**src/rtl/model_controller_pkg.sv**
```systemverilog
// Shared types and sizing helpers for the model_controller block family.
package model_controller_pkg;

  localparam int unsigned DATA_SIZE_DEF = 64;
  localparam int unsigned L_MAX_DEF     = 64;

  typedef enum logic [1:0] {
    IDLE    = 2'd0,
    CAPTURE = 2'd1,
    REPLAY  = 2'd2
  } state_t;

  // One extra bit over the address width so a full-depth count is representable.
  function automatic int unsigned idx_width(input int unsigned l_max);
    return $clog2(l_max) + 1;
  endfunction

endpackage

```
**src/rtl/model_controller_h_feedback_if.sv**
```systemverilog
// Handshake/data bundle between model_controller and its hidden-state feedback stage.
interface model_controller_h_feedback_if
  import model_controller_pkg::*;
#(
  parameter int unsigned DATA_SIZE = DATA_SIZE_DEF
);

  logic                 START;
  logic                 READY;
  logic                 ERROR;
  logic [DATA_SIZE-1:0] SIZE_L_IN;
  logic                 H_OUT_ENABLE;
  logic [DATA_SIZE-1:0] H_OUT;
  logic                 H_IN_ENABLE;
  logic [DATA_SIZE-1:0] H_IN;
  logic                 H_IN_READY;

  modport master (
    output START, SIZE_L_IN, H_OUT_ENABLE, H_OUT, H_IN_READY,
    input  READY, ERROR, H_IN_ENABLE, H_IN
  );

  modport slave (
    input  START, SIZE_L_IN, H_OUT_ENABLE, H_OUT, H_IN_READY,
    output READY, ERROR, H_IN_ENABLE, H_IN
  );

endinterface

```
**src/rtl/model_controller_h_feedback_buffer.sv**
```systemverilog
// Hidden-vector store: synchronous write port, combinational read port.
module model_controller_h_feedback_buffer #(
  parameter int unsigned DATA_SIZE = 64,
  parameter int unsigned DEPTH     = 64,
  parameter int unsigned AW        = 6
) (
  input  logic                 clk,
  input  logic                 wr_en,
  input  logic [AW-1:0]        wr_addr,
  input  logic [DATA_SIZE-1:0] wr_data,
  input  logic [AW-1:0]        rd_addr,
  output logic [DATA_SIZE-1:0] rd_data
);

  logic [DATA_SIZE-1:0] mem [DEPTH];

  always_ff @(posedge clk) begin
    if (wr_en) begin
      mem[wr_addr] <= wr_data;
    end
  end

  assign rd_data = mem[rd_addr];

endmodule

```
**src/rtl/model_controller_h_feedback.sv**
```systemverilog
// Captures the H_OUT vector of step t and replays it onto H_IN for step t+1.
module model_controller_h_feedback
  import model_controller_pkg::*;
#(
  parameter int unsigned DATA_SIZE    = DATA_SIZE_DEF,
  parameter int unsigned CONTROL_SIZE = 64,
  parameter int unsigned L_MAX        = L_MAX_DEF
) (
  input  logic                          CLK,
  input  logic                          RST,
  model_controller_h_feedback_if.slave  bus
);

  localparam int unsigned IW = idx_width(L_MAX);
  localparam int unsigned AW = (L_MAX > 1) ? $clog2(L_MAX) : 1;
  localparam logic [DATA_SIZE-1:0] L_MAX_W = DATA_SIZE'(L_MAX);
  localparam logic [IW-1:0]        IDX_ONE = IW'(1);

  // The control word is carried only so this block shares the family's parameter list.
  if (CONTROL_SIZE == 0) begin : g_no_control_word
  end

  state_t               state, state_n;
  logic [IW-1:0]        index, index_n;
  logic [IW-1:0]        size, size_n;
  logic [IW-1:0]        last_idx;
  logic                 ready_q, ready_n;
  logic                 error_q, error_n;
  logic                 en_q, en_n;
  logic [DATA_SIZE-1:0] h_in_q, h_in_n;
  logic [DATA_SIZE-1:0] rd_data;
  logic [AW-1:0]        rd_addr;
  logic                 wr_en;
  logic                 size_ok;

  assign last_idx = size - IDX_ONE;
  // Full-width compare so oversize requests are rejected rather than truncated.
  assign size_ok  = (bus.SIZE_L_IN != '0) && (bus.SIZE_L_IN <= L_MAX_W);
  assign rd_addr  = (state == REPLAY) ? index[AW-1:0] + AW'(1) : '0;

  model_controller_h_feedback_buffer #(
    .DATA_SIZE (DATA_SIZE),
    .DEPTH     (L_MAX),
    .AW        (AW)
  ) u_buffer (
    .clk     (CLK),
    .wr_en   (wr_en),
    .wr_addr (index[AW-1:0]),
    .wr_data (bus.H_OUT),
    .rd_addr (rd_addr),
    .rd_data (rd_data)
  );

  always_ff @(posedge CLK or posedge RST) begin
    if (RST) begin
      state   <= IDLE;
      index   <= '0;
      size    <= '0;
      ready_q <= 1'b0;
      error_q <= 1'b0;
      en_q    <= 1'b0;
      h_in_q  <= '0;
    end else begin
      state   <= state_n;
      index   <= index_n;
      size    <= size_n;
      ready_q <= ready_n;
      error_q <= error_n;
      en_q    <= en_n;
      h_in_q  <= h_in_n;
    end
  end

  always_comb begin
    state_n = state;
    index_n = index;
    size_n  = size;
    ready_n = 1'b0;
    error_n = 1'b0;
    en_n    = en_q;
    h_in_n  = h_in_q;
    wr_en   = 1'b0;

    case (state)
      IDLE: begin
        en_n   = 1'b0;
        h_in_n = '0;
        if (bus.START) begin
          if (size_ok) begin
            size_n  = bus.SIZE_L_IN[IW-1:0];
            index_n = '0;
            state_n = CAPTURE;
          end else begin
            error_n = 1'b1;
          end
        end
      end

      CAPTURE: begin
        if (bus.H_OUT_ENABLE) begin
          wr_en = 1'b1;
          if (index == last_idx) begin
            index_n = '0;
            state_n = REPLAY;
            en_n    = 1'b1;
            // With L=1 element 0 is being written this very edge, so forward it.
            h_in_n  = (index == '0) ? bus.H_OUT : rd_data;
          end else begin
            index_n = index + IDX_ONE;
          end
        end
      end

      REPLAY: begin
        if (en_q && bus.H_IN_READY) begin
          if (index == last_idx) begin
            index_n = '0;
            state_n = IDLE;
            en_n    = 1'b0;
            h_in_n  = '0;
            ready_n = 1'b1;
          end else begin
            index_n = index + IDX_ONE;
            h_in_n  = rd_data;
          end
        end
      end

      default: begin
        state_n = IDLE;
        index_n = '0;
        en_n    = 1'b0;
        h_in_n  = '0;
      end
    endcase
  end

  assign bus.READY       = ready_q;
  assign bus.ERROR       = error_q;
  assign bus.H_IN_ENABLE = en_q;
  assign bus.H_IN        = h_in_q;

endmodule

```
**src/flat_wrapper.sv**
```systemverilog
// flat-port wrapper written by rule: the top's interface ports become plain ports
module model_controller_h_feedback_flat import model_controller_pkg::*;
#(
  parameter int unsigned DATA_SIZE    = DATA_SIZE_DEF,
  parameter int unsigned CONTROL_SIZE = 64,
  parameter int unsigned L_MAX        = L_MAX_DEF
)
  (CLK, RST, bus_START, bus_SIZE_L_IN, bus_H_OUT_ENABLE, bus_H_OUT, bus_H_IN_READY, bus_READY, bus_ERROR, bus_H_IN_ENABLE, bus_H_IN);
  model_controller_h_feedback_if #(.DATA_SIZE(DATA_SIZE)) bus_i ();
  input  logic CLK;
  input  logic RST;
  input wire logic [$bits(bus_i.START)-1:0] bus_START;
  input wire logic [$bits(bus_i.SIZE_L_IN)-1:0] bus_SIZE_L_IN;
  input wire logic [$bits(bus_i.H_OUT_ENABLE)-1:0] bus_H_OUT_ENABLE;
  input wire logic [$bits(bus_i.H_OUT)-1:0] bus_H_OUT;
  input wire logic [$bits(bus_i.H_IN_READY)-1:0] bus_H_IN_READY;
  output wire logic [$bits(bus_i.READY)-1:0] bus_READY;
  output wire logic [$bits(bus_i.ERROR)-1:0] bus_ERROR;
  output wire logic [$bits(bus_i.H_IN_ENABLE)-1:0] bus_H_IN_ENABLE;
  output wire logic [$bits(bus_i.H_IN)-1:0] bus_H_IN;
  assign bus_i.START = bus_START;
  assign bus_i.SIZE_L_IN = bus_SIZE_L_IN;
  assign bus_i.H_OUT_ENABLE = bus_H_OUT_ENABLE;
  assign bus_i.H_OUT = bus_H_OUT;
  assign bus_i.H_IN_READY = bus_H_IN_READY;
  assign bus_READY = bus_i.READY;
  assign bus_ERROR = bus_i.ERROR;
  assign bus_H_IN_ENABLE = bus_i.H_IN_ENABLE;
  assign bus_H_IN = bus_i.H_IN;
  model_controller_h_feedback #(.DATA_SIZE(DATA_SIZE), .CONTROL_SIZE(CONTROL_SIZE), .L_MAX(L_MAX)) u_core (.CLK(CLK), .RST(RST), .bus(bus_i));
endmodule
```
**config.mk**
```make
export PLATFORM = sky130hd
export DESIGN_NAME = model_controller_h_feedback_flat
export DESIGN_NICKNAME = d
export VERILOG_FILES = /design/src/rtl/model_controller_pkg.sv /design/src/rtl/model_controller_h_feedback_if.sv /design/src/rtl/model_controller_h_feedback_buffer.sv /design/src/rtl/model_controller_h_feedback.sv /design/src/flat_wrapper.sv
export SDC_FILE = /design/constraint.sdc
export NUM_CORES = 2
export LEC_CHECK = 0
export CORE_MARGIN = 3
export CORE_UTILIZATION = 40
export DETAILED_ROUTE_END_ITERATION = 7
export GPL_ROUTABILITY_DRIVEN = 0
export PLACE_DENSITY = 0.52
export SLEW_MARGIN = 20
export SYNTH_ARGS = -nofsm -noshare
export SYNTH_HDL_FRONTEND = slang
export SYNTH_SLANG_ARGS = --single-unit
```
**constraint.sdc**
```tcl
create_clock -name CLK -period 6.7 [get_ports CLK]
set_clock_uncertainty 0.2 [all_clocks]
set_input_delay 1.005 -clock CLK [delete_from_list [all_inputs] [get_ports CLK]]
set_output_delay 1.005 -clock CLK [all_outputs]
set_load 0.03 [all_outputs]
```
layer_met1.png
Drawn at 1 px/um.
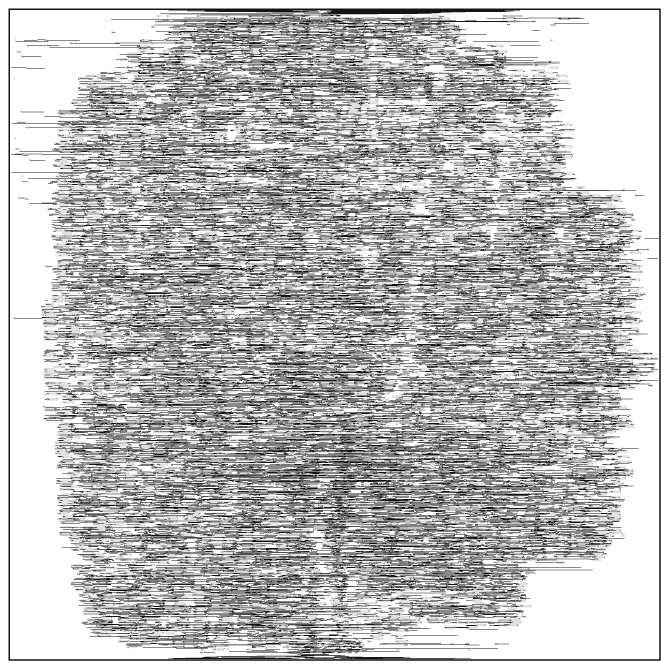
The wires run mostly horizontal. 11,031 nets have wire on it.
DR vias: 106,000
WL final: 586 mm

layer_met2.png
Drawn at 1 px/um.
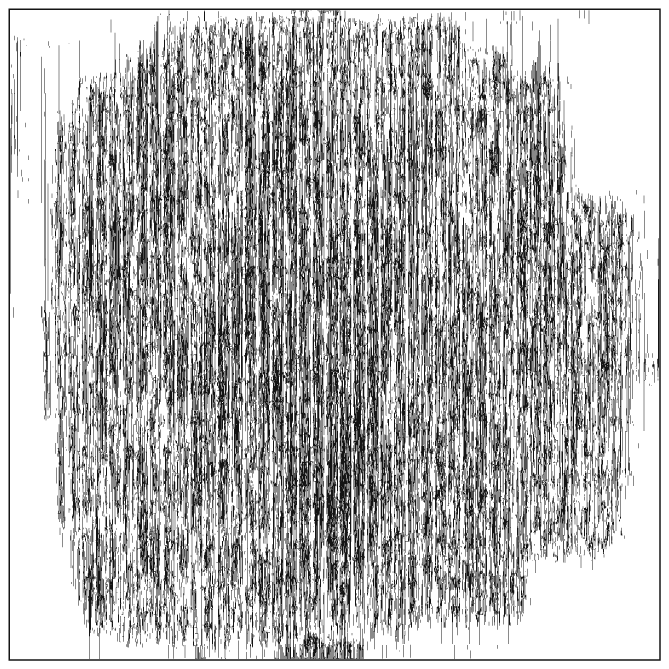
The layer holds 47% of the routed length. The layer carries 278 mm of wire. 9,105 nets have wire on it.
met2 usage: 43.9%

layer_met3.png
Drawn at 1 px/um.
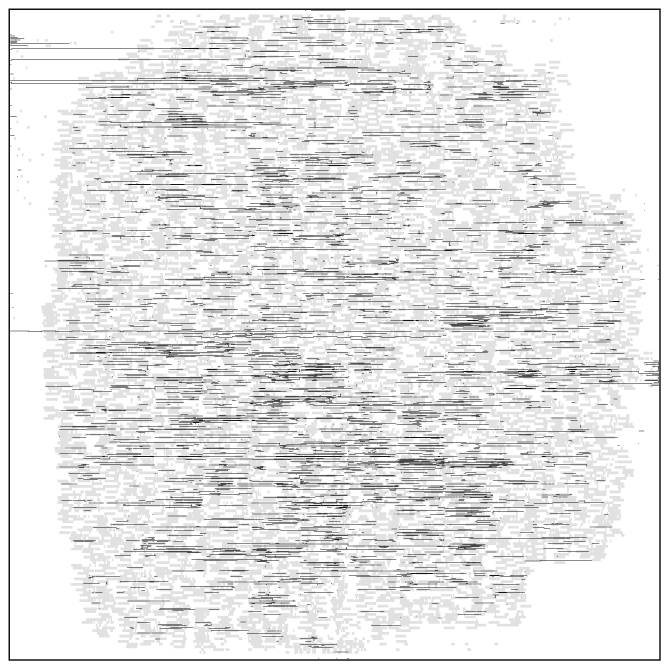
The layer holds 8.1% of the routed length. 860 nets have wire on it. The longest straight run is 249 um. The layer carries 47.7 mm of wire. The wires run mostly horizontal.
routing usage on met3: 4.03%

## sequential cells by signal, summed over array words and instances (netlist names)
register / count
u_core.u_buffer.mem: 4096
u_core.bus.READY: 1
u_core.bus.ERROR: 1
u_core.size: 7
u_core.bus.H_IN_ENABLE: 1
u_core.state: 2
u_core.bus.H_IN: 64
u_core.index: 7
## cells by family (layout without fill, tap and decap cells)
family / after synthesis / count (layout) / share of synthesized area [%]
flops: 4179 / 4179 / 75.6
simple gates: 3450 / 3450 / 8.92
compound gates: 2307 / 2307 / 10.3
buf+inv: 873 / 1413 / 2.03
mux: 472 / 472 / 3.02
xor+xnor: 10 / 10 / 0.0529
fa+ha+maj: 7 / 7 / 0.0529
other cells: 0 / 25 / 0
==> qor.csv <==
metric;value;unit
startpoint;u_core.index[0];
highest_layer;met5;
seq_cell_count;4179;
p_int;0.0425;W
postCtsSetupBuffers;0;
yosysSeqAreaShare;75.6;%
fp_util;40.3;%
wl_met3;47.7;mm
worstSetupStartpointType;flip-flop;
yosys.area.top_type_share;74.3;%
synth.top_cells.by_count;edfxtp_1 (4,096), nand2_1 (2,422), clkbuf_1 (735);
maxCapViolations;0;
rsz0062_at_grt;no;
endpoint_kind;flip-flop;
ys_cells;11300;
grt_most_used_layer;met2;
cts-root-buf;clkbuf_16;
nets;11600;
dieArea;421000;sq um
yosysChipArea;165000;sq um
worst_ep_arrival_time;6.51;ns
drive_gt1_share;10.1;%
ys_warn_count;0;
r2r_start;u_core.index[0];
cp.required;7.37;ns
area.growth.synth_to_final;14.7;%
power_density;280;nW/um^2
outcome;finished, final reports clean;
regArea;125000;sq um
p_clk_share;45.1;%
grt.met1_usage;36.6;%
r2r_cells;13;
pin_count;200;
ys_dominant_reg_cell;edfxtp_1;
layout.cells.most_common;edfxtp_1;
setup_slack;0.857;ns
die_y;649;um
fin_util;46.2;%
n_fill_cell;35500;
seq_share;65.9;%
taps;5451;
cts_buffers;436;
critical_path.top_delay_family;AND-OR/OR-AND gates;
power.total;0.0532;W
synthesis.area;165000;sq um
avgViaCountPerCell;6.15;
h-tree-depth;5;
slowest_stage;dfrtp_4;
ctsHoldBuffers;0;
r2r-end;u_core.bus.H_IN[51];
grt_pass1_wl;812;mm
seqPwrFrac;53.9;%
numSynthFlops;4179;
met1_length;236;mm
gr-usage-all-layers;27.0;%
dp.cells;16500;
worstMarginPinSlew;1.26;ns
crit_cells;13;
max_clock_freq;171;MHz
async_flop_share;1.99;%
hp-start;bus_H_OUT[52];
wl_per_cell;33.9;um
min_period;5.84;ns
combPwrFrac;0.9;%
comb_power;0.000500;W
cts_tree;done;
drt_iter0_markers;14600;
final_area;190000;sq um
yosys.area.top_type;edfxtp_1;
cp_num_buf_inv;4;
setup_viol;0;
critPathCapture;u_core.bus.H_IN[51];
n_all_inverters;12;
nNonClkBuffers;591;
mostFrequentLayoutCells;edfxtp_1 (4,096), nand2_1 (2,418), a311oi_1 (642);
seq_power;0.0287;W
